**The metal 2 layer**

(8 px per um)
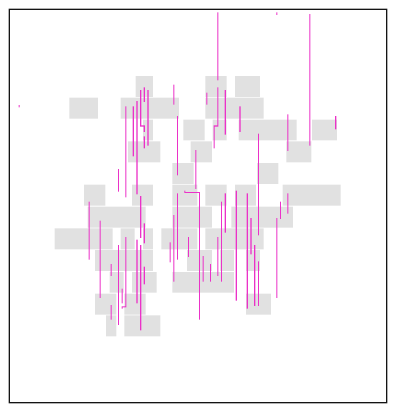
**Power grid**

(10 px per um) Pins as bars on the die edge. Tap cells in gray.
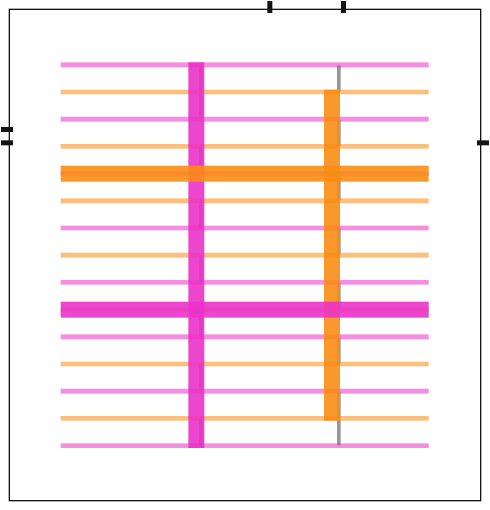
[config.mk]
export PLATFORM = sky130hd
export DESIGN_NAME = timing_counter_flat
export DESIGN_NICKNAME = d
export VERILOG_FILES = /design/src/rtl/timing_counter_pkg.sv /design/src/rtl/timing_counter_if.sv /design/src/rtl/timing_counter.sv /design/src/flat_wrapper.sv
export SDC_FILE = /design/constraint.sdc
export NUM_CORES = 1
export LEC_CHECK = 0
export CELL_PAD_IN_SITES_DETAIL_PLACEMENT = 1
export CELL_PAD_IN_SITES_GLOBAL_PLACEMENT = 2
export CORE_AREA = 5 5 42 44
export CTS_CLUSTER_SIZE = 20
export DETAILED_ROUTE_END_ITERATION = 8
export DIE_AREA = 0 0 47 49
export PLACE_DENSITY = 0.63
export SYNTH_ARGS = -nofsm -noshare
export SYNTH_HDL_FRONTEND = slang
export SYNTH_SLANG_ARGS = --single-unit
export TNS_END_PERCENT = 50
[constraint.sdc]
create_clock -name clk100mhz -period 1.3 [get_ports clk100mhz]
set_input_delay 0.26 -clock clk100mhz [delete_from_list [all_inputs] [get_ports clk100mhz]]
set_output_delay 0.26 -clock clk100mhz [all_outputs]
set_load 0.01 [all_outputs]
[src/rtl/timing_counter_pkg.sv]
// Shared timebase constants for the I2C master and its 2 MHz timing generator.
// The phase type and the counter-width helper live here as well.
package timing_counter_pkg;

  localparam int SYS_CLK_HZ      = 100_000_000;
  localparam int I2C_BASE_CLK_HZ = 2_000_000;
  localparam int I2C_BASE_DIV    = SYS_CLK_HZ / I2C_BASE_CLK_HZ;

  typedef enum logic {
    PH_LO = 1'b0,
    PH_HI = 1'b1
  } phase_t;

  // Bits needed to count 0..max(hi,lo)-1; never narrower than one bit (DIV=2).
  function automatic int cnt_width(input int hi_cyc, input int lo_cyc);
    int m;
    m = (hi_cyc > lo_cyc) ? hi_cyc : lo_cyc;
    return (m <= 1) ? 1 : $clog2(m);
  endfunction

endpackage

[src/rtl/timing_counter_if.sv]
// Timing outputs of the divider: the registered divided clock plus its edge strobes.
interface timing_counter_if;

  logic clk2mhz;
  logic rise_tick;
  logic fall_tick;

  modport master (output clk2mhz, output rise_tick, output fall_tick);
  modport slave  (input  clk2mhz, input  rise_tick, input  fall_tick);

endinterface

[src/rtl/timing_counter.sv]
// Divides clk100mhz by DIV into a registered square wave with one-cycle rise/fall strobes.
// Odd DIV puts the extra cycle in the low phase.
module timing_counter
  import timing_counter_pkg::*;
#(
  parameter int IN_FREQ_HZ  = SYS_CLK_HZ,
  parameter int OUT_FREQ_HZ = I2C_BASE_CLK_HZ
) (
  input  logic             clk100mhz,
  input  logic             reset,
  timing_counter_if.master tmr
);

  localparam int DIV    = IN_FREQ_HZ / OUT_FREQ_HZ;
  localparam int HI_CYC = DIV / 2;
  localparam int LO_CYC = DIV - HI_CYC;
  localparam int CNT_W  = cnt_width(HI_CYC, LO_CYC);

  localparam logic [CNT_W-1:0] HI_LAST = CNT_W'(HI_CYC - 1);
  localparam logic [CNT_W-1:0] LO_LAST = CNT_W'(LO_CYC - 1);

  if ((OUT_FREQ_HZ <= 0) || (IN_FREQ_HZ % OUT_FREQ_HZ != 0) || (DIV < 2)) begin : g_bad_div
    $error("timing_counter: IN_FREQ_HZ/OUT_FREQ_HZ must be an integer >= 2");
  end

  phase_t           phase, phase_nxt;
  logic [CNT_W-1:0] cnt, cnt_nxt;
  logic             rise, rise_nxt;
  logic             fall, fall_nxt;

  always_comb begin
    phase_nxt = phase;
    cnt_nxt   = cnt + 1'b1;
    rise_nxt  = 1'b0;
    fall_nxt  = 1'b0;
    case (phase)
      PH_LO: begin
        if (cnt == LO_LAST) begin
          phase_nxt = PH_HI;
          cnt_nxt   = '0;
          rise_nxt  = 1'b1;
        end
      end
      PH_HI: begin
        if (cnt == HI_LAST) begin
          phase_nxt = PH_LO;
          cnt_nxt   = '0;
          fall_nxt  = 1'b1;
        end
      end
      default: begin
        phase_nxt = PH_LO;
        cnt_nxt   = '0;
      end
    endcase
  end

  always_ff @(posedge clk100mhz) begin
    if (reset) begin
      phase <= PH_LO;
      cnt   <= '0;
      rise  <= 1'b0;
      fall  <= 1'b0;
    end else begin
      phase <= phase_nxt;
      cnt   <= cnt_nxt;
      rise  <= rise_nxt;
      fall  <= fall_nxt;
    end
  end

  // All outputs are straight flop outputs; the phase encoding doubles as the clock level.
  assign tmr.clk2mhz   = phase;
  assign tmr.rise_tick = rise;
  assign tmr.fall_tick = fall;

endmodule

[src/flat_wrapper.sv]
// flat-port wrapper written by rule: the top's interface ports become plain ports
module timing_counter_flat import timing_counter_pkg::*;
#(
  parameter int IN_FREQ_HZ  = SYS_CLK_HZ,
  parameter int OUT_FREQ_HZ = I2C_BASE_CLK_HZ
)
  (clk100mhz, reset, tmr_clk2mhz, tmr_rise_tick, tmr_fall_tick);
  timing_counter_if tmr_i ();
  input  logic clk100mhz;
  input  logic reset;
  output wire logic [$bits(tmr_i.clk2mhz)-1:0] tmr_clk2mhz;
  output wire logic [$bits(tmr_i.rise_tick)-1:0] tmr_rise_tick;
  output wire logic [$bits(tmr_i.fall_tick)-1:0] tmr_fall_tick;
  assign tmr_clk2mhz = tmr_i.clk2mhz;
  assign tmr_rise_tick = tmr_i.rise_tick;
  assign tmr_fall_tick = tmr_i.fall_tick;
  timing_counter #(.IN_FREQ_HZ(IN_FREQ_HZ), .OUT_FREQ_HZ(OUT_FREQ_HZ)) u_core (.clk100mhz(clk100mhz), .reset(reset), .tmr(tmr_i));
endmodule
==> summary.txt <==
Notes from the flow run.

Die:
- The floorplan step records an initial core utilization of 26.0%.

Routing:
- The run gives the DRC marker count from the first detailed-route iteration as 6.
- The run puts the post-detailed-route DRC marker count at 0.
- The run gives the via count normalized by instance count as 4.52.

Hold path:
- The run gives the worst hold path startpoint as u_core.tmr.clk2mhz.
- The run gives the end of the worst hold path as u_core.tmr.rise_tick.

Yosys:
- Ranked by total cell area, the synthesized netlist is headed by dfxtp_1 44%, nor4_4 12%, ha_1 6.9%.
- The run gives the area figure in the yosys stat output as 364 um2.
- After synthesis, the largest area contributor takes up 44.0% of total cell area.
- The run gives the number of distinct standard cells referenced by the synthesized netlist as 16.
- The run gives the area share of and/or/nand/nor cells after synthesis as 33.7%.

Final timing:
- The run gives the time the worst path needs with I/O delays and setup as 1200 ps.
- Per the timing report, the achievable frequency comes out to 831 MHz.
- For reference, the final report shows the max-slew violation count at 0.
- The run puts the slew at the pin with the worst max-slew slack at 248 ps.
- The run puts the worst path setup slack after routing at 96.8 ps.
- Setup repair after global routing left no endpoint under its margin.

Global route:
- The global route stage reports its total congestion overflow as 0.
- The run gives the via count of the first global-routing pass as 274.
- The run gives the global-route wire length before repair as 1.19 mm.

CTS:
- The run gives the CTS H-tree depth as 1.

Finish:
- Once layout is done, the placed cells without fillers occupy 469 um2.
- Counting the fill cells in the layout gives 169.
- The run puts the diode insertion count for antenna repair at 0.
- The run gives the most flop-heavy register as u_core.cnt.

Power and ir drop:
- The run puts the switching share of total power at 21.0%.
- The flow reports power dissipated in combinational cells as 41.7 uW.
- Looking at the power breakdown, the clock network takes 37.3% of the total.
- The run puts the clock-net power at 180 uW.
- Per the summary, power density relative to cell area is 1030 nW/um2.
- The run puts the cell internal power dissipation at 382 uW.

Critical path:
- The script reports the combined buffer and inverter count of the critical path as 1.
- All stages included, the depth of the critical timing path comes to 4.
- The run gives the origin of the worst setup path as u_core.cnt[1].
- The worst register-to-register path has a depth of 4.
- Setup slack on the worst reg-to-reg path comes out at 100 ps.

Place:
- After legalization and detailed placement, the total HPWL measured 545 um.
- Including well taps, the total number of placed cells is 55.

Outcome:
- The run finished with clean final reports.
## Picture notes: 'the metal 2 layer'
longest straight run	16.3 um
main direction	vertical
wire length on this layer	314 um
GR Util met2: 9.73%
total length of routed wires: 668 um
Vias: 262

## Picture notes: 'power grid'
net	color
VDD	orange
VSS	magenta
met1 rails	15
met4 straps	2
tap cells	16
met5 straps	2
maximum vdd drop: 0.000482 V
die x size: 47 um
standard cell core area: 1400 um2

layer usage:
metal,track usage [%],routed length (um)
met3,6.64,26
met4,2.76,0
met1,8.61,327
met5,0,0
met2,9.73,314
layout make-up:
| cell class | count | share of cell area [%] |
|---|---|---|
| inverter | 2 | 1.60 |
| tap | 16 | 4.27 |
| sequential | 8 | 34.1 |
| clock buffer | 3 | 4.80 |
| timing repair buffer | 8 | 14.1 |
| multi-input combinational | 21 | 41.1 |
synth_stat cells:
library cell  number
nand4b_1           1
inv_1              2
o21bai_1           2
ha_1               2
nor4_4             2
mux2_2             1
dfxtp_1            8
and4_1             2
buf_1              1
nor2b_1            1
xnor2_1            1
nor3b_1            2
a21oi_1            2
nor3_1             3
nor2_1             1
and4b_4            1
Power is estimated from default activity; no workload was simulated.
